**config.mk**
```make
export PLATFORM = sky130hd
export DESIGN_NAME = multicycle_ctrl_flat
export DESIGN_NICKNAME = d
export VERILOG_FILES = /design/src/rtl/multicycle_ctrl_if.sv /design/src/rtl/multicycle_ctrl.sv /design/src/flat_wrapper.sv
export SDC_FILE = /design/constraint.sdc
export NUM_CORES = 1
export LEC_CHECK = 0
export ABC_AREA = 1
export CORE_ASPECT_RATIO = 0.9
export CORE_UTILIZATION = 45
export DETAILED_ROUTE_END_ITERATION = 16
export PLACE_DENSITY = 0.79
export SLEW_MARGIN = 10
export SYNTH_ARGS = -nofsm -noshare
export SYNTH_HDL_FRONTEND = slang
export SYNTH_SLANG_ARGS = --single-unit
```
**constraint.sdc**
```tcl
create_clock -name clk -period 2.1 [get_ports clk]
set_clock_uncertainty 0.1 [all_clocks]
set_input_delay 0.525 -clock clk [delete_from_list [all_inputs] [get_ports clk]]
set_output_delay 0.525 -clock clk [all_outputs]
set_load 0.05 [all_outputs]
```
**src/rtl/multicycle_ctrl_if.sv**
```systemverilog
// Control bundle between the multicycle controller and its datapath/memory.
//   master : controller side (drives strobes, mux selects, debug state, pulses)
//   slave  : datapath side (drives op, zero, mem_ready)
// Signals:
//   op[6:0], zero, mem_ready                   datapath -> controller
//   mem_req, AdrSrc, MemRead, MemWrite,        controller -> datapath
//   IRWrite, PCWrite, RegWrite, ResultSrc,
//   ALUSrcA, ALUSrcB, ALUOp, ImmSrc, state,
//   mem_err, illegal
interface multicycle_ctrl_if;
    logic [6:0] op;
    logic       zero;
    logic       mem_ready;
    logic       mem_req;
    logic       AdrSrc;
    logic       MemRead;
    logic       MemWrite;
    logic       IRWrite;
    logic       PCWrite;
    logic       RegWrite;
    logic [1:0] ResultSrc;
    logic [1:0] ALUSrcA;
    logic [1:0] ALUSrcB;
    logic [1:0] ALUOp;
    logic [1:0] ImmSrc;
    logic [3:0] state;
    logic       mem_err;
    logic       illegal;

    modport master (
        input  op, zero, mem_ready,
        output mem_req, AdrSrc, MemRead, MemWrite, IRWrite, PCWrite, RegWrite,
               ResultSrc, ALUSrcA, ALUSrcB, ALUOp, ImmSrc, state, mem_err, illegal
    );

    modport slave (
        output op, zero, mem_ready,
        input  mem_req, AdrSrc, MemRead, MemWrite, IRWrite, PCWrite, RegWrite,
               ResultSrc, ALUSrcA, ALUSrcB, ALUOp, ImmSrc, state, mem_err, illegal
    );
endinterface

```
**src/rtl/multicycle_ctrl.sv**
```systemverilog
// Multicycle RV32I control FSM (lw, sw, R, I-ALU, beq-class, jal, jalr).
// Moore-decoded datapath controls, memory request/ready handshake with a
// wait-state watchdog, and illegal-opcode detection.
// Ports:
//   clk      rising-edge clock
//   rst      asynchronous active-high reset (returns to FETCH)
//   bus      multicycle_ctrl_if.master control bundle
//   instret  retired-instruction count, present only with MC_INSTRET_EN
// Parameters:
//   WAIT_MAX  cycles a memory state may wait for mem_ready (1..255)
//   CNT_W     instret width
// Build option: define MC_INSTRET_EN to add the instret counter and port.
module multicycle_ctrl #(
    parameter int unsigned WAIT_MAX = 15,
    parameter int unsigned CNT_W    = 32
) (
    input  logic                clk,
    input  logic                rst,
    multicycle_ctrl_if.master   bus
`ifdef MC_INSTRET_EN
    ,
    output logic [CNT_W-1:0]    instret
`endif
);
    if (WAIT_MAX < 1 || WAIT_MAX > 255 || CNT_W < 1) begin : g_param_chk
        $error("multicycle_ctrl: WAIT_MAX must be 1..255 and CNT_W >= 1");
    end

    localparam logic [6:0] OP_LW   = 7'b0000011;
    localparam logic [6:0] OP_SW   = 7'b0100011;
    localparam logic [6:0] OP_R    = 7'b0110011;
    localparam logic [6:0] OP_I    = 7'b0010011;
    localparam logic [6:0] OP_BR   = 7'b1100011;
    localparam logic [6:0] OP_JAL  = 7'b1101111;
    localparam logic [6:0] OP_JALR = 7'b1100111;

    // Last wait-counter value before the watchdog fires: the WAIT_MAX-th
    // cycle of a memory state sees wait_cnt == WAIT_MAX-1.
    localparam logic [7:0] WAIT_LAST = 8'(WAIT_MAX - 1);

    typedef enum logic [3:0] {
        FETCH    = 4'd0,  DECODE  = 4'd1,  MEMADR = 4'd2,  MEMREAD = 4'd3,
        MEMWB    = 4'd4,  MEMWRITE = 4'd5, EXECR  = 4'd6,  EXECI   = 4'd7,
        ALUWB    = 4'd8,  BEQ     = 4'd9,  JAL    = 4'd10, JALRADR = 4'd11,
        JALRPC   = 4'd12
    } state_t;

    state_t     state_q, state_d;
    logic [7:0] wait_cnt;
    logic       mem_state;
    logic       timeout;
    logic       bad_op;

    assign mem_state = (state_q == FETCH) || (state_q == MEMREAD) || (state_q == MEMWRITE);
    assign timeout   = mem_state && !bus.mem_ready && (wait_cnt == WAIT_LAST);
    assign bus.state = state_q;

    always_ff @(posedge clk or posedge rst) begin
        if (rst) state_q <= FETCH;
        else     state_q <= state_d;
    end

    // Next state, controls and the DECODE legality flag.
    always_comb begin
        state_d       = state_q;
        bad_op        = 1'b0;
        bus.mem_req   = 1'b0;
        bus.AdrSrc    = 1'b0;
        bus.MemRead   = 1'b0;
        bus.MemWrite  = 1'b0;
        bus.IRWrite   = 1'b0;
        bus.PCWrite   = 1'b0;
        bus.RegWrite  = 1'b0;
        bus.ResultSrc = 2'b00;
        bus.ALUSrcA   = 2'b00;
        bus.ALUSrcB   = 2'b00;
        bus.ALUOp     = 2'b00;
        case (state_q)
            FETCH: begin
                bus.mem_req   = 1'b1;
                bus.ALUSrcB   = 2'b10;
                bus.ResultSrc = 2'b10;
                bus.IRWrite   = bus.mem_ready;
                bus.PCWrite   = bus.mem_ready;
                // On timeout we stay in FETCH and retry; the counter clears.
                if (bus.mem_ready) state_d = DECODE;
            end
            DECODE: begin
                bus.ALUSrcA = 2'b01;
                bus.ALUSrcB = 2'b01;
                case (bus.op)
                    OP_LW, OP_SW: state_d = MEMADR;
                    OP_R:         state_d = EXECR;
                    OP_I:         state_d = EXECI;
                    OP_BR:        state_d = BEQ;
                    OP_JAL:       state_d = JAL;
                    OP_JALR:      state_d = JALRADR;
                    default: begin
                        state_d = FETCH;
                        bad_op  = 1'b1;
                    end
                endcase
            end
            MEMADR: begin
                bus.ALUSrcA = 2'b10;
                bus.ALUSrcB = 2'b01;
                state_d     = (bus.op == OP_LW) ? MEMREAD : MEMWRITE;
            end
            MEMREAD: begin
                bus.mem_req = 1'b1;
                bus.AdrSrc  = 1'b1;
                bus.MemRead = 1'b1;
                if (bus.mem_ready) state_d = MEMWB;
                else if (timeout)  state_d = FETCH;
            end
            MEMWB: begin
                bus.ResultSrc = 2'b01;
                bus.RegWrite  = 1'b1;
                state_d       = FETCH;
            end
            MEMWRITE: begin
                bus.mem_req  = 1'b1;
                bus.AdrSrc   = 1'b1;
                bus.MemWrite = 1'b1;
                if (bus.mem_ready || timeout) state_d = FETCH;
            end
            EXECR: begin
                bus.ALUSrcA = 2'b10;
                bus.ALUOp   = 2'b10;
                state_d     = ALUWB;
            end
            EXECI: begin
                bus.ALUSrcA = 2'b10;
                bus.ALUSrcB = 2'b01;
                bus.ALUOp   = 2'b10;
                state_d     = ALUWB;
            end
            ALUWB: begin
                bus.RegWrite = 1'b1;
                state_d      = FETCH;
            end
            BEQ: begin
                bus.ALUSrcA = 2'b10;
                bus.ALUOp   = 2'b01;
                bus.PCWrite = bus.zero;
                state_d     = FETCH;
            end
            JAL: begin
                bus.ALUSrcA = 2'b01;
                bus.ALUSrcB = 2'b10;
                bus.PCWrite = 1'b1;
                state_d     = ALUWB;
            end
            JALRADR: begin
                bus.ALUSrcA = 2'b10;
                bus.ALUSrcB = 2'b01;
                state_d     = JALRPC;
            end
            JALRPC: begin
                bus.ALUSrcA = 2'b01;
                bus.ALUSrcB = 2'b10;
                bus.PCWrite = 1'b1;
                state_d     = ALUWB;
            end
            default: state_d = FETCH;
        endcase
    end

    always_comb begin
        case (bus.op)
            OP_SW:   bus.ImmSrc = 2'b01;
            OP_BR:   bus.ImmSrc = 2'b10;
            OP_JAL:  bus.ImmSrc = 2'b11;
            default: bus.ImmSrc = 2'b00;
        endcase
    end

    // Wait counter: cleared on every state change and on abort (FETCH abort
    // re-enters FETCH without a state change), counts cycles without ready.
    always_ff @(posedge clk or posedge rst) begin
        if (rst)                                wait_cnt <= '0;
        else if (state_d != state_q || timeout) wait_cnt <= '0;
        else if (mem_state && !bus.mem_ready)   wait_cnt <= wait_cnt + 8'd1;
    end

    always_ff @(posedge clk or posedge rst) begin
        if (rst) begin
            bus.mem_err <= 1'b0;
            bus.illegal <= 1'b0;
        end else begin
            bus.mem_err <= timeout;
            bus.illegal <= (state_q == DECODE) && bad_op;
        end
    end

`ifdef MC_INSTRET_EN
    logic retire;
    assign retire = (state_q == MEMWB) || (state_q == ALUWB) || (state_q == BEQ) ||
                    ((state_q == MEMWRITE) && bus.mem_ready);

    always_ff @(posedge clk or posedge rst) begin
        if (rst)         instret <= '0;
        else if (retire) instret <= instret + 1'b1;
    end
`endif
endmodule
```
**src/flat_wrapper.sv**
```systemverilog
// flat-port wrapper written by rule: the top's interface ports become plain ports
module multicycle_ctrl_flat 
#(
    parameter int unsigned WAIT_MAX = 15,
    parameter int unsigned CNT_W    = 32
)
  (clk, rst, bus_op, bus_zero, bus_mem_ready, bus_mem_req, bus_AdrSrc, bus_MemRead, bus_MemWrite, bus_IRWrite, bus_PCWrite, bus_RegWrite, bus_ResultSrc, bus_ALUSrcA, bus_ALUSrcB, bus_ALUOp, bus_ImmSrc, bus_state, bus_mem_err, bus_illegal);
  multicycle_ctrl_if bus_i ();
  input  logic clk;
  input  logic rst;
  input wire logic [$bits(bus_i.op)-1:0] bus_op;
  input wire logic [$bits(bus_i.zero)-1:0] bus_zero;
  input wire logic [$bits(bus_i.mem_ready)-1:0] bus_mem_ready;
  output wire logic [$bits(bus_i.mem_req)-1:0] bus_mem_req;
  output wire logic [$bits(bus_i.AdrSrc)-1:0] bus_AdrSrc;
  output wire logic [$bits(bus_i.MemRead)-1:0] bus_MemRead;
  output wire logic [$bits(bus_i.MemWrite)-1:0] bus_MemWrite;
  output wire logic [$bits(bus_i.IRWrite)-1:0] bus_IRWrite;
  output wire logic [$bits(bus_i.PCWrite)-1:0] bus_PCWrite;
  output wire logic [$bits(bus_i.RegWrite)-1:0] bus_RegWrite;
  output wire logic [$bits(bus_i.ResultSrc)-1:0] bus_ResultSrc;
  output wire logic [$bits(bus_i.ALUSrcA)-1:0] bus_ALUSrcA;
  output wire logic [$bits(bus_i.ALUSrcB)-1:0] bus_ALUSrcB;
  output wire logic [$bits(bus_i.ALUOp)-1:0] bus_ALUOp;
  output wire logic [$bits(bus_i.ImmSrc)-1:0] bus_ImmSrc;
  output wire logic [$bits(bus_i.state)-1:0] bus_state;
  output wire logic [$bits(bus_i.mem_err)-1:0] bus_mem_err;
  output wire logic [$bits(bus_i.illegal)-1:0] bus_illegal;
  assign bus_i.op = bus_op;
  assign bus_i.zero = bus_zero;
  assign bus_i.mem_ready = bus_mem_ready;
  assign bus_mem_req = bus_i.mem_req;
  assign bus_AdrSrc = bus_i.AdrSrc;
  assign bus_MemRead = bus_i.MemRead;
  assign bus_MemWrite = bus_i.MemWrite;
  assign bus_IRWrite = bus_i.IRWrite;
  assign bus_PCWrite = bus_i.PCWrite;
  assign bus_RegWrite = bus_i.RegWrite;
  assign bus_ResultSrc = bus_i.ResultSrc;
  assign bus_ALUSrcA = bus_i.ALUSrcA;
  assign bus_ALUSrcB = bus_i.ALUSrcB;
  assign bus_ALUOp = bus_i.ALUOp;
  assign bus_ImmSrc = bus_i.ImmSrc;
  assign bus_state = bus_i.state;
  assign bus_mem_err = bus_i.mem_err;
  assign bus_illegal = bus_i.illegal;
  multicycle_ctrl #(.WAIT_MAX(WAIT_MAX), .CNT_W(CNT_W)) u_core (.clk(clk), .rst(rst), .bus(bus_i));
endmodule
```
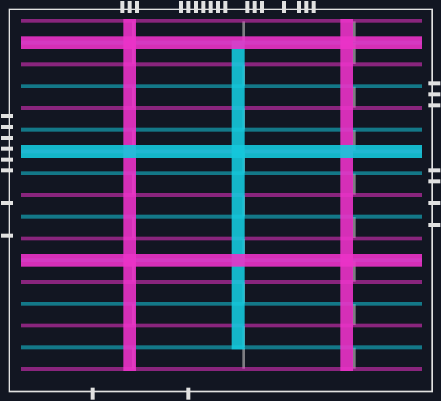
(images/power_grid.png)
(8 px per µm) Pins as bars on the die edge. Tap cells in grey.
[magenta] VSS
[cyan] VDD
met4 straps: 3
rows: 16
signal pins: 34
tap cells: 27
CORE AREA: 2180 µm²
Die X: 52.7 µm
Die H: 47.6 µm
worst vdd ir: 0.770 mV

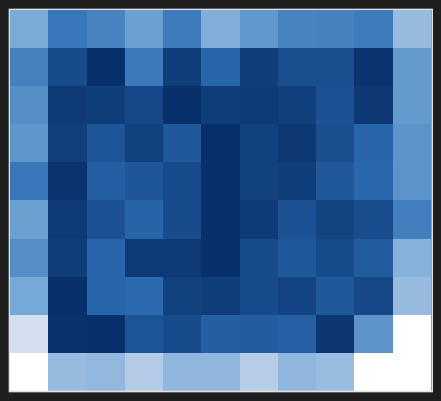
(images/cell_density.png)
(8 px per µm) 11 x 10 tiles, from white (low) to dark blue (high), 0 to 100% covered.
fullest tile: 100%
mean over tiles: 75%
densest ninth of the die: centre
nearly empty tiles: 3.6%
emptiest ninth of the die: lower right

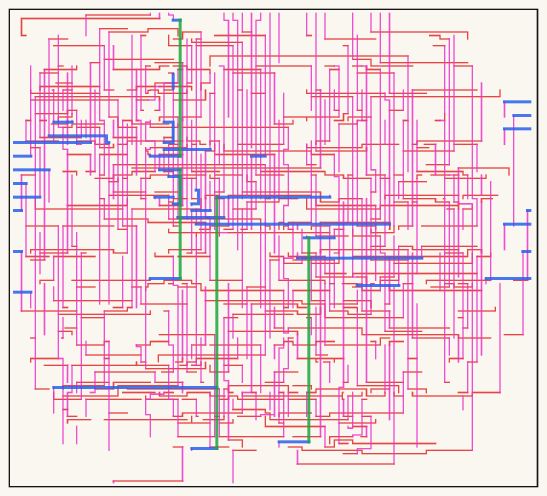
(images/wires.png)
(10 px per µm)
[blue] metal 3 | wire length: 149 µm
[green] metal 4 | wire length: 70.0 µm
[red] metal 1 | wire length: 1500 µm
[magenta] metal 2 | wire length: 1980 µm
overall global routing resource usage: 27.7%
Total Wirelength: 3700 µm
via count: 1304
drt wl/cell: 15.1 µm

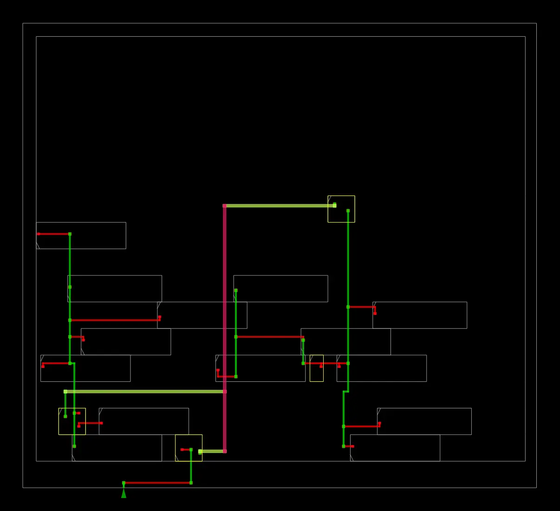
(images/clocks.png)
clkbuf count: 4
Seq cells: 14

==> Slide: Implementation Results <==
Flow Results at a Glance

Run
  – Count of tool warnings: 29

Timing
  – Slew @ Worst Pin: 0.508 ns
  – Max Slew Vio Count: 0
  – Min Hold Slack: 0.410 ns
  – Final setup violation count: 14
  – Setup slack after layout: -0.0547 ns
  – F_max: 0.464 GHz
  – Post-layout period usage: 103%

Layout
  – Most flop-heavy register: u_core.wait_cnt
  – Total Nets Final: 232
  – Final core utilization: 87.8%
  – Most frequent logic cell in the layout: buf_4
  – Share of cells above drive strength 1: 48.6%
  – Final Non-Filler Cells: 245
  – Logic inverters: 28

Setup path
  – Critical path peak fanout: 5
  – FF-to-FF End: u_core.wait_cnt[1]
  – CP endpoint: bus_ALUSrcA[0]
  – Crit path from: u_core.bus.state[0]
  – Crit-path cells: inv_2 > nand2_1 > o21ai_2 > inv_2 > nand2_2 > buf_12
  – Startpoint Class: register
  – CP required: 1.47 ns
  – Crit path top cell by count: inv_2

Placement
  – Pre-CTS setup slack: -0.286 ns

GRT
  – GR Layer Usage met2: 49.4%
  – GRT met1 Usage: 33.8%
  – Global route overflow: 0

Route
  – Post-route ant nets: 0
  – Met2 wire len: 1980 µm
  – Highest metal used: met4
  – Initial DRC Count: 35

Clocking
  – Num CTS Buffers: 3
  – Root buffer cell: clkbuf_4

Synth
  – Synth mux share: 0%
  – Post-synthesis cell count: 159
  – Post-synthesis cell type count: 20
  – Compound-Gate Fraction of Synth Area: 3.25%
  – FF+latch count, synth: 14

Power
  – Clock share of power: 16.4%
  – Clock Power: 164 µW
  – Top power group: combinational logic
  – Cell Pwr Density: 522 nW/µm²

Outcome
  – Failing checks: setup timing
  – Status: finished with violations

Worst hold path
  – Worst Hold Class: register to register
  – Hold endpoint: u_core.wait_cnt[0]

Die
  – Die area: 2510 µm²
  – Num rows: 16
[critical path, delay by kind of cell, from the launching register on]
kind | cells | cell delay, ns
buffers and inverters | 3 | 0.34
AND/OR/NAND/NOR | 2 | 0.20
flip-flops | 1 | 0.49
AND-OR/OR-AND | 1 | 0.21
[cells in the mapped netlist (all sizes together)]
cell type / number / share of area (%)
nand2: 43 / 16
nand3b: 1 / 0.72
inv: 28 / 10
nand4: 2 / 1.2
dfrtp: 14 / 34
nor3: 3 / 1.4
nand3: 19 / 12
a21oi: 2 / 0.96
ha: 2 / 2.4
xnor2: 3 / 2.5
xor2: 3 / 2.5
o21ai: 3 / 1.4
nor2: 35 / 15
o2111ai: 1 / 0.84
Power and IR drop assume default switching activity.
